==> run_1/congestion_map.png <==
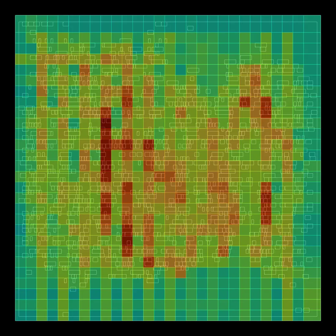
==> run_1/layers.png <==
The bar under the picture is 50 µm long.
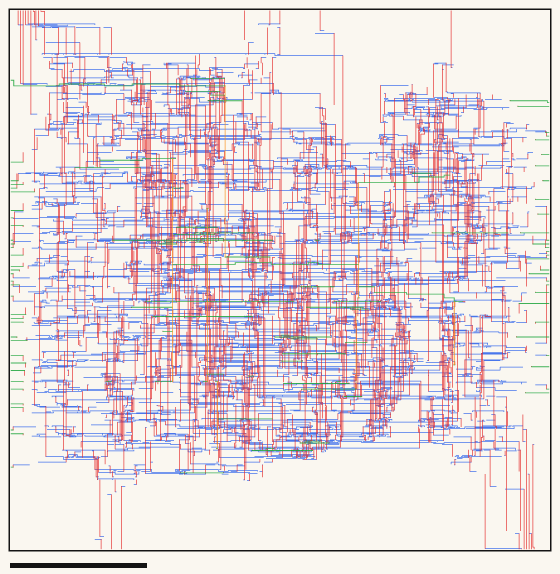
==> run_1/clock_wires.png <==
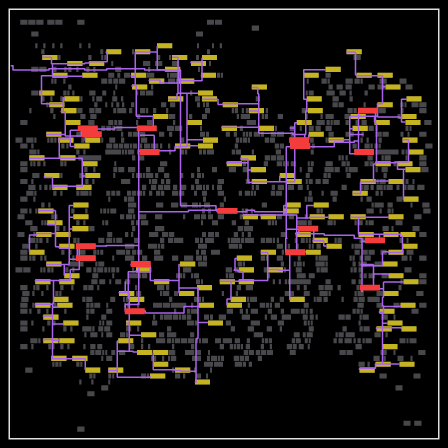
==> run_1/util_map.png <==
The die is cut into 20 by 20 equal tiles; dark blue is low, red is high, 0 to 100% covered.
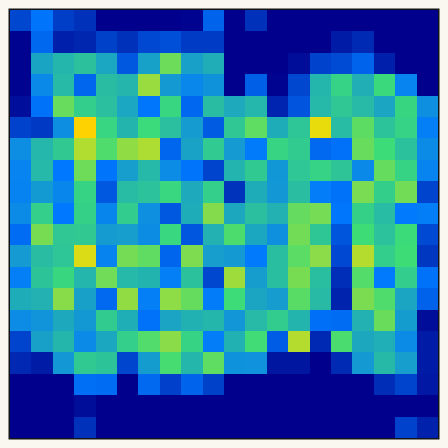
==> config.mk <==
export PLATFORM = sky130hd
export DESIGN_NAME = alu_div
export DESIGN_NICKNAME = d
export VERILOG_FILES = /design/src/rtl/alu_div_pkg.sv /design/src/rtl/alu_div_step.sv /design/src/rtl/alu_div.sv
export SDC_FILE = /design/constraint.sdc
export NUM_CORES = 1
export LEC_CHECK = 0
export CAP_MARGIN = 20
export CORE_MARGIN = 2
export CORE_UTILIZATION = 25
export DETAILED_ROUTE_END_ITERATION = 10
export HOLD_SLACK_MARGIN = 0.06
export PLACE_DENSITY = 0.42
export SLEW_MARGIN = 20
export SYNTH_ARGS = -nofsm -noshare
export SYNTH_HDL_FRONTEND = slang
export SYNTH_SLANG_ARGS = --single-unit
==> constraint.sdc <==
create_clock -name clk -period 4.2 [get_ports clk]
set_input_delay 0.84 -clock clk [delete_from_list [all_inputs] [get_ports clk]]
set_output_delay 0.84 -clock clk [all_outputs]
set_load 0.01 [all_outputs]
==> impl_summary.log, run 1 <==
[flow] final metrics
[metrics] worst-case reg-to-reg path depth: 15
[metrics] CP arrival: 4.30 ns
[metrics] final-layout fill cell count: 3982
[metrics] delay of the slowest cell on the worst path: 0.58 ns
[metrics] clk latency late pin: 0.44 ns
[metrics] Syn Inst Count: roughly 1.2k
[metrics] power drawn by the sequential cells: around 1800 µW
[metrics] num ports: 88
[metrics] setup-violating endpoint count in the final report: 0
[metrics] Synth Seq Share: 34.5%
[metrics] most common library cells after synthesis: nand2_1 (197), dfxtp_1 (161), nor2_1 (118), a21oi_1 (111), clkbuf_1 (71)
[metrics] outcome: completed
[metrics] Core Rows: 70
[metrics] synthesized netlist net count: 1290
[metrics] Worst Tran Pin Value: approximately 0.90 ns
[metrics] post-route fraction of the period consumed by the critical path: 94.7%
[metrics] Largest register FFs: 32
[metrics] Hold Path Depth: 2
[metrics] gp weighted congestion: 0.872
[metrics] DIE HEIGHT: 197 µm
[metrics] tally of nets with antenna violations remaining after routing: 0
[metrics] fraction of registers with async set/reset: 0%
[metrics] Worst R2R Setup Slack: 0.22 ns
[metrics] min cycle time layout: roughly 4.0 ns
Back to the opening pictures, congestion_map.png:
final routed wire length divided by cell count: 17.7 µm
GR Layer Usage met3: 2.66%
met1 usage in global routing: 23.3%
fraction of the core area covered by cells at the end of the flow: 31.1%
GRT Overall Usage: 16.0%

Back to the opening pictures, layers.png:
M3 -> green  # wire length 1150 µm
M1 -> blue  # wire length 16100 µm
M2 -> red  # wire length 13300 µm
M4 -> orange  # wire length 326 µm
routed vias: 8729
wire length reported by the detailed router: 30900 µm

Back to the opening pictures, clock_wires.png:
clock wires -> purple  # length 2440 µm
clock-net drivers -> red  # count 17
flip-flops -> yellow  # count 161
routed clock nets = 18
flops lie = widely spread
Clock Skew: 0.0107 ns
clock group share of total power: 29.3%

Back to the opening pictures, util_map.png:
nearly empty tiles = 20%
fullest tile = 76%
tiles over 75% full = 0.30%
emptiest ninth of the die = bottom right
mean over tiles = 28%
CORE AREA: 36700 µm²
Init Core Util: 25.5%

-- run 1: logic make-up (layout without fill, tap and decap cells) --
family	count (synthesis)	in the layout	synth area share [%]
XOR/XNOR	72	72	6.75
AND-OR/OR-AND	339	339	24.1
flip-flops	161	161	34.5
AND/OR/NAND/NOR	442	442	21.3
adder cells (fa/ha/maj)	41	41	5.57
buffers and inverters	115	194	4.88
multiplexers	26	26	2.90
-- run 1: per-layer routing --
| metal | track usage [%] | share of wire [%] | vias to the layer above | routed length (µm) |
|---|---|---|---|---|
| met4 | 3.45 | 1.1 | 0 | 326 |
| met2 | 24.5 | 43 | 165 | 13300 |
| met5 | 0 | 0 | - | 0 |
| met1 | 23.3 | 52 | 4148 | 16100 |
| met3 | 2.66 | 3.7 | 21 | 1150 |
| li1 | - | - | 4395 | - |
-- run 1: per-stage QoR --
| step | total power [µW] | utilization, % | instances | hold WS [ns] | setup WS [ns] |
|---|---|---|---|---|---|
| after floorplan | 3250 | - | 1196 | 0.441 | 0.370 |
| after global placement | 3950 | 29.4 | 1711 | 0.435 | 0.129 |
| after detailed placement | 3950 | 29.4 | 1711 | 0.439 | 0.0536 |
| after CTS | 5600 | 31.1 | 1743 | 0.448 | 0.0356 |
| after global routing | 5930 | 31.1 | 1743 | 0.465 | 0.00802 |
| final | 5570 | 31.1 | 1743 | 0.442 | 0.224 |
-- run 1: timing repair --
action                                  4_1_cts  5_1_grt
hold endpoints to repair                      0        0
gates resized                                 0        6
endpoints found under the setup margin        0        3
-- run 1: layout make-up --
type | count | share of cell area, %
flip-flops and latches | 161 | 28.2
clock buffers | 23 | 4.19
well taps | 468 | 5.13
inverters | 36 | 1.18
multi-input cells | 920 | 49.9
repair buffers | 126 | 10.2
clock inverters | 9 | 1.14
==> run 2: changes to the inputs <==
- SKIP_CTS_REPAIR_TIMING: default -> 1
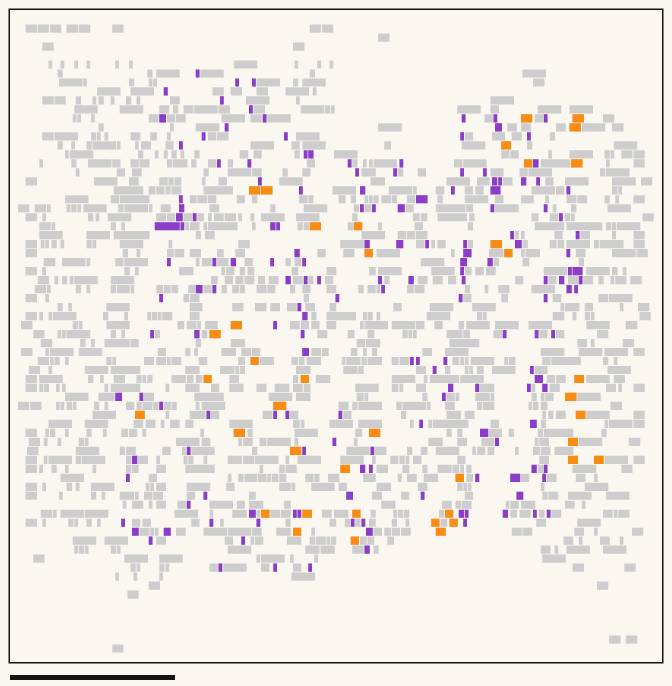
(run_2/gates.png)
The bar under the picture is 50 µm long.
nor cells -> purple  # cells 165, most used nor2_1
non-inverting ao/oa cells -> orange  # cells 40, most used a21o_1
proportion of cell area occupied by multi-input gates: 49.9%
most common library cell in the layout ignoring fill and taps: nand2_1
final cell count without fillers: 1743

==> run 2 against run 1 <==
Against the previous run:
- synthesized cell count stayed put
- cell count is the same
- highest routed layer unchanged
- synthesized area did not move
- largest cell class unchanged
- critical path type unchanged
==> impl_summary.log, run 2 <==
[flow] final metrics
[metrics] outcome: completed
[metrics] min cycle time layout: 3.98 ns (unchanged)
[metrics] min setup slack post-route: 0.224 ns (unchanged)
[metrics] Core Rows: 70 (unchanged)
[metrics] final routed wire length divided by cell count: 17.7 µm (unchanged)
[metrics] most common library cells after synthesis: nand2_1 (197), dfxtp_1 (161), nor2_1 (118), a21oi_1 (111), clkbuf_1 (71)
[metrics] Post-Synth Adder-Cell Area: 5.57% (unchanged)
[metrics] CP arrival: 4.30 ns (about the same)
[metrics] setup-violating endpoint count in the final report: 0 (unchanged)
[metrics] total power consumption of the routed design: 5570 µW (unchanged)
[metrics] synthesized netlist net count: 1290 (unchanged)
[metrics] Init Core Util: 25.5% (unchanged)
[metrics] tally of nets with antenna violations remaining after routing: 0 (unchanged)
[metrics] Syn Inst Count: 1196 (unchanged)
[metrics] Hold Path Depth: 2 (unchanged)
[metrics] fraction of registers with async set/reset: 0% (unchanged)
[metrics] DP Worst Slack: 0.0536 ns (unchanged)
[metrics] clock group share of total power: 29.3% (about the same)
[metrics] DIE HEIGHT: 197 µm (unchanged)
[metrics] clk latency late pin: 0.44 ns (about the same)
[metrics] Clock Skew: 0.0107 ns (unchanged)
[metrics] Worst R2R Setup Slack: 0.22 ns (about the same)
[metrics] routed vias: 8729 (unchanged)
[metrics] num ports: 88 (unchanged)
[metrics] gp weighted congestion: 0.872 (unchanged)
[metrics] worst-case reg-to-reg path depth: 15 (unchanged)
[metrics] fraction of the core area covered by cells at the end of the flow: 31.1% (unchanged)
[metrics] delay of the slowest cell on the worst path: 0.58 ns (about the same)
[metrics] main logic family after synthesis: AND-OR/OR-AND gates
[metrics] Largest register FFs: 32 (unchanged)
[metrics] Worst Tran Pin Value: 0.896 ns (unchanged)
[metrics] post-route fraction of the period consumed by the critical path: 94.7% (unchanged)
[metrics] CORE AREA: 36700 µm² (unchanged)
==> run 2: cell counts in the layout (fill, tap and decap cells not counted) <==
Identical to the previous run, type by type.
==> run 2: per-stage QoR <==
| step | hold slack (ns) | cells |
|---|---|---|
| floorplan | 0.441 | 1196 |
| global placement | 0.435 | 1711 |
| detailed placement | 0.439 | 1711 |
| CTS | 0.448 | 1743 |
| global route | 0.465 | 1743 |
| finish | 0.442 | 1743 |
==> run 2: cell type report <==
class | instances | area [µm²] | share of cell area (%)
Inverter | 36 | 135 | 1.18
Clock buffer | 23 | 478 | 4.19
Sequential cell | 161 | 3220 | 28.2
Tap cell | 468 | 586 | 5.13
Multi-Input combinational cell | 920 | 5700 | 49.9
Timing Repair Buffer | 126 | 1160 | 10.2
Clock inverter | 9 | 130 | 1.14
==> run 2: power groups by stage <==
stage          combinational (µW)  clock, µW  sequential [µW]
3_3_place_gp                 2100          0             1850
5_1_grt                      2350       1740             1840
6_report                     2120       1630             1820
3_5_place_dp                 2090          0             1850
4_1_cts                      2110       1680             1820
2_1_floorplan                1470          0             1780
==> run 2: routing by layer <==
metal / global-route usage (%) / wire length [µm] / vias to the layer above
met1: 23.3 / 16100 / 4148
met2: 24.5 / 13300 / 165
met5: 0 / 0 / -
met3: 2.66 / 1150 / 21
li1: - / - / 4395
met4: 3.45 / 326 / 0
==> run 2: cell families (layout without fill, tap and decap cells) <==
| kind of cell | count (synthesis) | count (layout) |
|---|---|---|
| adder cells (fa/ha/maj) | 41 | 41 |
| AND/OR/NAND/NOR | 442 | 442 |
| AND-OR/OR-AND | 339 | 339 |
| multiplexers | 26 | 26 |
| flip-flops | 161 | 161 |
| buffers and inverters | 115 | 194 |
| XOR/XNOR | 72 | 72 |
Power is estimated from default activity; no workload was simulated.
